<file path="config.mk">
export PLATFORM = sky130hd
export DESIGN_NAME = pipe_stall_ctrl
export DESIGN_NICKNAME = d
export VERILOG_FILES = /design/src/rtl/pipe_stall_ctrl.sv
export SDC_FILE = /design/constraint.sdc
export NUM_CORES = 1
export LEC_CHECK = 0
export CORE_UTILIZATION = 46
export DETAILED_ROUTE_END_ITERATION = 8
export PLACE_DENSITY = 0.95
export SYNTH_ARGS = -nofsm -noshare
export SYNTH_HDL_FRONTEND = slang
export SYNTH_SLANG_ARGS = --single-unit
export TNS_END_PERCENT = 30
</file>
<file path="constraint.sdc">
create_clock -name clk -period 7.17 [get_ports clk]
set_input_delay 0.717 -clock clk [delete_from_list [all_inputs] [get_ports clk]]
set_output_delay 0.717 -clock clk [all_outputs]
set_load 0.03 [all_outputs]
</file>
<file path="src/rtl/pipe_stall_ctrl.sv">
// Pipeline hazard consumer: owns the PC, the IF/ID register and the ID/EX control word.
// Applies freeze, flush, load-use bubble and advance actions, and keeps saturating event counters.
module pipe_stall_ctrl #(
    parameter logic [31:0] RESET_PC  = 32'h0000_0000,
    parameter logic [31:0] NOP_INSTR = 32'h0000_0000,
    parameter int          CTRL_W    = 16,
    parameter int          CNT_W     = 16
) (
    input  logic              clk,
    input  logic              rst,
    input  logic [31:0]       if_instr,
    input  logic [CTRL_W-1:0] id_ctrl,
    input  logic              bubble,
    input  logic              branch_taken,
    input  logic [31:0]       branch_target,
    input  logic              mem_busy,
    output logic [31:0]       pc,
    output logic [31:0]       id_instr,
    output logic [31:0]       id_pc4,
    output logic [CTRL_W-1:0] ex_ctrl,
    output logic              ex_valid,
    output logic [1:0]        state,
    output logic [CNT_W-1:0]  stall_cnt,
    output logic [CNT_W-1:0]  flush_cnt
);

    typedef enum logic [1:0] {
        RUN    = 2'd0,
        STALL  = 2'd1,
        FREEZE = 2'd2
    } state_t;

    state_t             state_q;
    logic [31:0]        pc_q;
    logic [31:0]        id_instr_q;
    logic [31:0]        id_pc4_q;
    logic [CTRL_W-1:0]  ex_ctrl_q;
    logic               ex_valid_q;
    logic [CNT_W-1:0]   stall_cnt_q;
    logic [CNT_W-1:0]   flush_cnt_q;
    logic [31:0]        pc4_d;

    function automatic logic [CNT_W-1:0] sat_inc(input logic [CNT_W-1:0] v);
        return (&v) ? v : v + CNT_W'(1);
    endfunction

    assign pc4_d = pc_q + 32'd4;

    // Priority: freeze beats flush beats bubble beats advance.
    always_ff @(posedge clk or posedge rst) begin
        if (rst) begin
            state_q     <= RUN;
            pc_q        <= RESET_PC;
            id_instr_q  <= NOP_INSTR;
            id_pc4_q    <= RESET_PC + 32'd4;
            ex_ctrl_q   <= '0;
            ex_valid_q  <= 1'b0;
            stall_cnt_q <= '0;
            flush_cnt_q <= '0;
        end else if (mem_busy) begin
            state_q <= FREEZE;
        end else if (branch_taken) begin
            state_q     <= RUN;
            pc_q        <= branch_target;
            id_instr_q  <= NOP_INSTR;
            id_pc4_q    <= branch_target;
            ex_ctrl_q   <= '0;
            ex_valid_q  <= 1'b0;
            flush_cnt_q <= sat_inc(flush_cnt_q);
        end else if (bubble) begin
            state_q     <= STALL;
            ex_ctrl_q   <= '0;
            ex_valid_q  <= 1'b0;
            stall_cnt_q <= sat_inc(stall_cnt_q);
        end else begin
            state_q    <= RUN;
            pc_q       <= pc4_d;
            id_instr_q <= if_instr;
            id_pc4_q   <= pc4_d;
            ex_ctrl_q  <= id_ctrl;
            ex_valid_q <= 1'b1;
        end
    end

    assign pc        = pc_q;
    assign id_instr  = id_instr_q;
    assign id_pc4    = id_pc4_q;
    assign ex_ctrl   = ex_ctrl_q;
    assign ex_valid  = ex_valid_q;
    assign state     = state_q;
    assign stall_cnt = stall_cnt_q;
    assign flush_cnt = flush_cnt_q;

endmodule

</file>
==> images/metal_density.png <==
22 x 22 tiles, from dark blue (low) to red (high), scaled to the fullest tile. Values are wire area over tile area, all layers added.
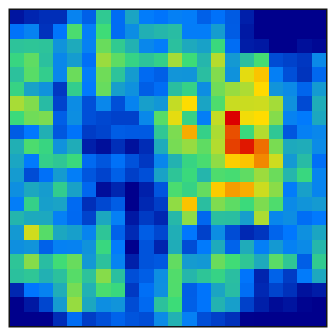
5.8% of the tiles are nearly empty. 20% of the tiles are over half the peak. The emptiest ninth of the die: bottom right. The mean over all tiles is 0.22. The fullest tile reaches 0.66.
Global Route Usage Sum: 27.63%
Routed WL per cell: 19.01 um
final WL: 16,710 um
via count: 5,179

==> images/power_grid.png <==
Scale bar: 20 um. Pins as bars on the die edge. Tap cells in gray.
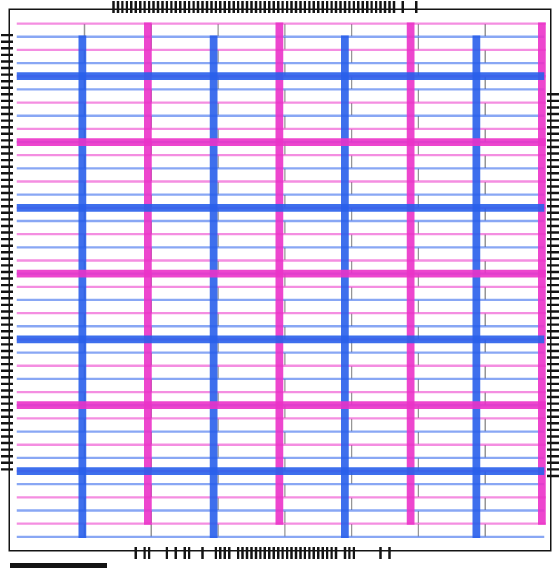
Blue is VSS. Magenta is VDD.
7 straps on met5. 8 straps on met4.
Die X: 111.6 um
Max IR drop VDD: 0.1385 mV
DIE HEIGHT: 111.6 um
Core Box Area: 0.01156 mm^2

==> impl_metrics.json <==
{
  "final_hold_viol_count": 0,
  "cts_buffers": 17,
  "place_congestion": 0.8336,
  "rsz0062_at_grt": "false",
  "comb_share_pct": 26.90,
  "top_cell": "dfrtp_1",
  "fin_tns_setup_ns": 0,
  "pg_comb_mw": 0.659,
  "postLayoutSetupSlackWorst_ns": 3.866,
  "cp-endpoint": "pc[14]$_DFFE_PP0P_",
  "met2_usage_pct": 48.21,
  "grt_busiest_layer": "met2",
  "timing.slew.headroom_pct": 19.23,
  "avgSynthCellArea_um2": 10.51,
  "cts_max_level": 4,
  "required_ns": 7.43,
  "drv_slew": 0,
  "power_density_mw_per_mm2": 289.3,
  "clkCellAreaFrac_pct": 7.642,
  "ctsHoldBuffers": 0,
  "worstReg2RegStart": "pc[4]$_DFFE_PP0P_",
  "dr_wl_met3_um": 1263,
  "status": "complete, but fails checks",
  "final-nonclk-buf-share_pct": 28.08,
  "yosys.stat.seqShare_pct": 52.55,
  "post-cts-setup-buffer-count": 0,
  "grt_overflow": 0,
  "antenna_cells": 0,
  "critical_path_class": "in -> reg",
  "powerSeq_mw": 0.845,
  "fin_nets": 811,
  "top_power_group": "the clock network",
  "top_area_cell": "dfrtp_1",
  "largest_cell_class": "sequential cells",
  "drtAntennaViolNets": 0,
  "wl_met1_um": 6342,
  "worst-r2r-setup-slack_ns": 4.85,
  "drc_errors": 15,
  "port_buffers": 231,
  "via_per_inst": 5.892,
  "violations": "DRC",
  "place_inst": 847,
  "rows": 39,
  "p_seq_share_pct": 34.9,
  "setup_viol": 0,
  "io_pins": 232,
  "clk_pin_slew_ns": 0.06,
  "placed_area_mm2": 0.007727,
  "area_leaders": "dfrtp_1 (52%), a22o_1 (7.6%), buf_4 (4.2%)",
  "synth.top_cells.by_count": "dfrtp_1 (115), a22o_1 (48), nand2_1 (37)",
  "finalPower_mw": 2.420,
  "cp-startpoint": "branch_taken",
  "finalInstanceArea_mm2": 0.008367,
  "synthAdderAreaFrac_pct": 0.6792,
  "drive_above_1_share_pct": 7.473,
  "cpMaxStageDelayCell": "a21oi_1",
  "critPathMaxStageDelay_ns": 1.08,
  "flops": 116,
  "pwr-share-comb_pct": 27.2,
  "firstDrtPassIters": 9,
  "antenna_found_initial": 0,
  "cts_buffer_depth": 2,
  "signal_buffers": 236,
  "cts_repair_resize_count": 0,
  "rr_worst_depth": 5,
  "dominantRegCellSynth": "dfrtp_1",
  "ys_async_sr_fraction_pct": 100.0,
  "min_from": "ex_valid$_DFFE_PP0N_",
  "cts_root_buf": "clkbuf_16",
  "syn-instance-count": 526,
  "met3_usage_pct": 6.369,
  "n_all_inverters": 11,
  "utilization_pct": 72.35,
  "design.die.area_mm2": 0.01246,
  "edf_count": 0,
  "ys_cells": 526,
  "arrival_ns": 3.57,
  "synth.mux.area_fraction_pct": 0.9509,
  "synth.distinct_cells": 61,
  "clk-power_mw": 0.916,
  "mostFrequentLayoutCell": "clkdlybuf4s50_1",
  "synthXorXnorAreaFrac_pct": 4.279,
  "power_frac_clock_pct": 37.8,
  "fp_util_pct": 47.79,
  "cts_num_sinks": 116,
  "area_growth_syn_to_layout_pct": 51.39,
  "dp_slack_ns": 3.525
}
==> images/placement_by_type.png <==
Fill, decap, tap and diode cells in gray.
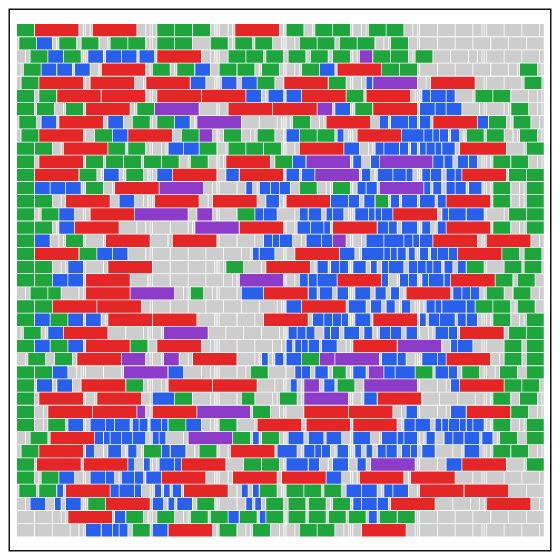
Green is remaining buffers and delay cells, cells 236, share of their area 29%. Purple is clock drivers and dummy loads, cells 32, share of their area 7.8%. Red is sequential cells, cells 116, share of their area 35%. Blue is combinational and other logic, cells 352, share of their area 28%.

==> images/placement.png <==
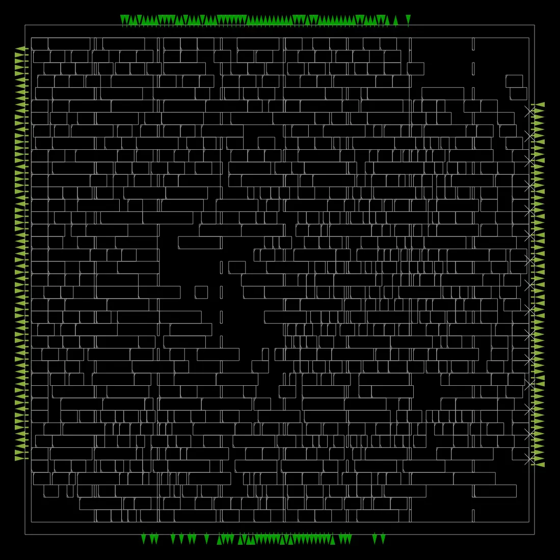
filler instances: 856
Tap Count: 143

Power is estimated from default activity; no workload was simulated.
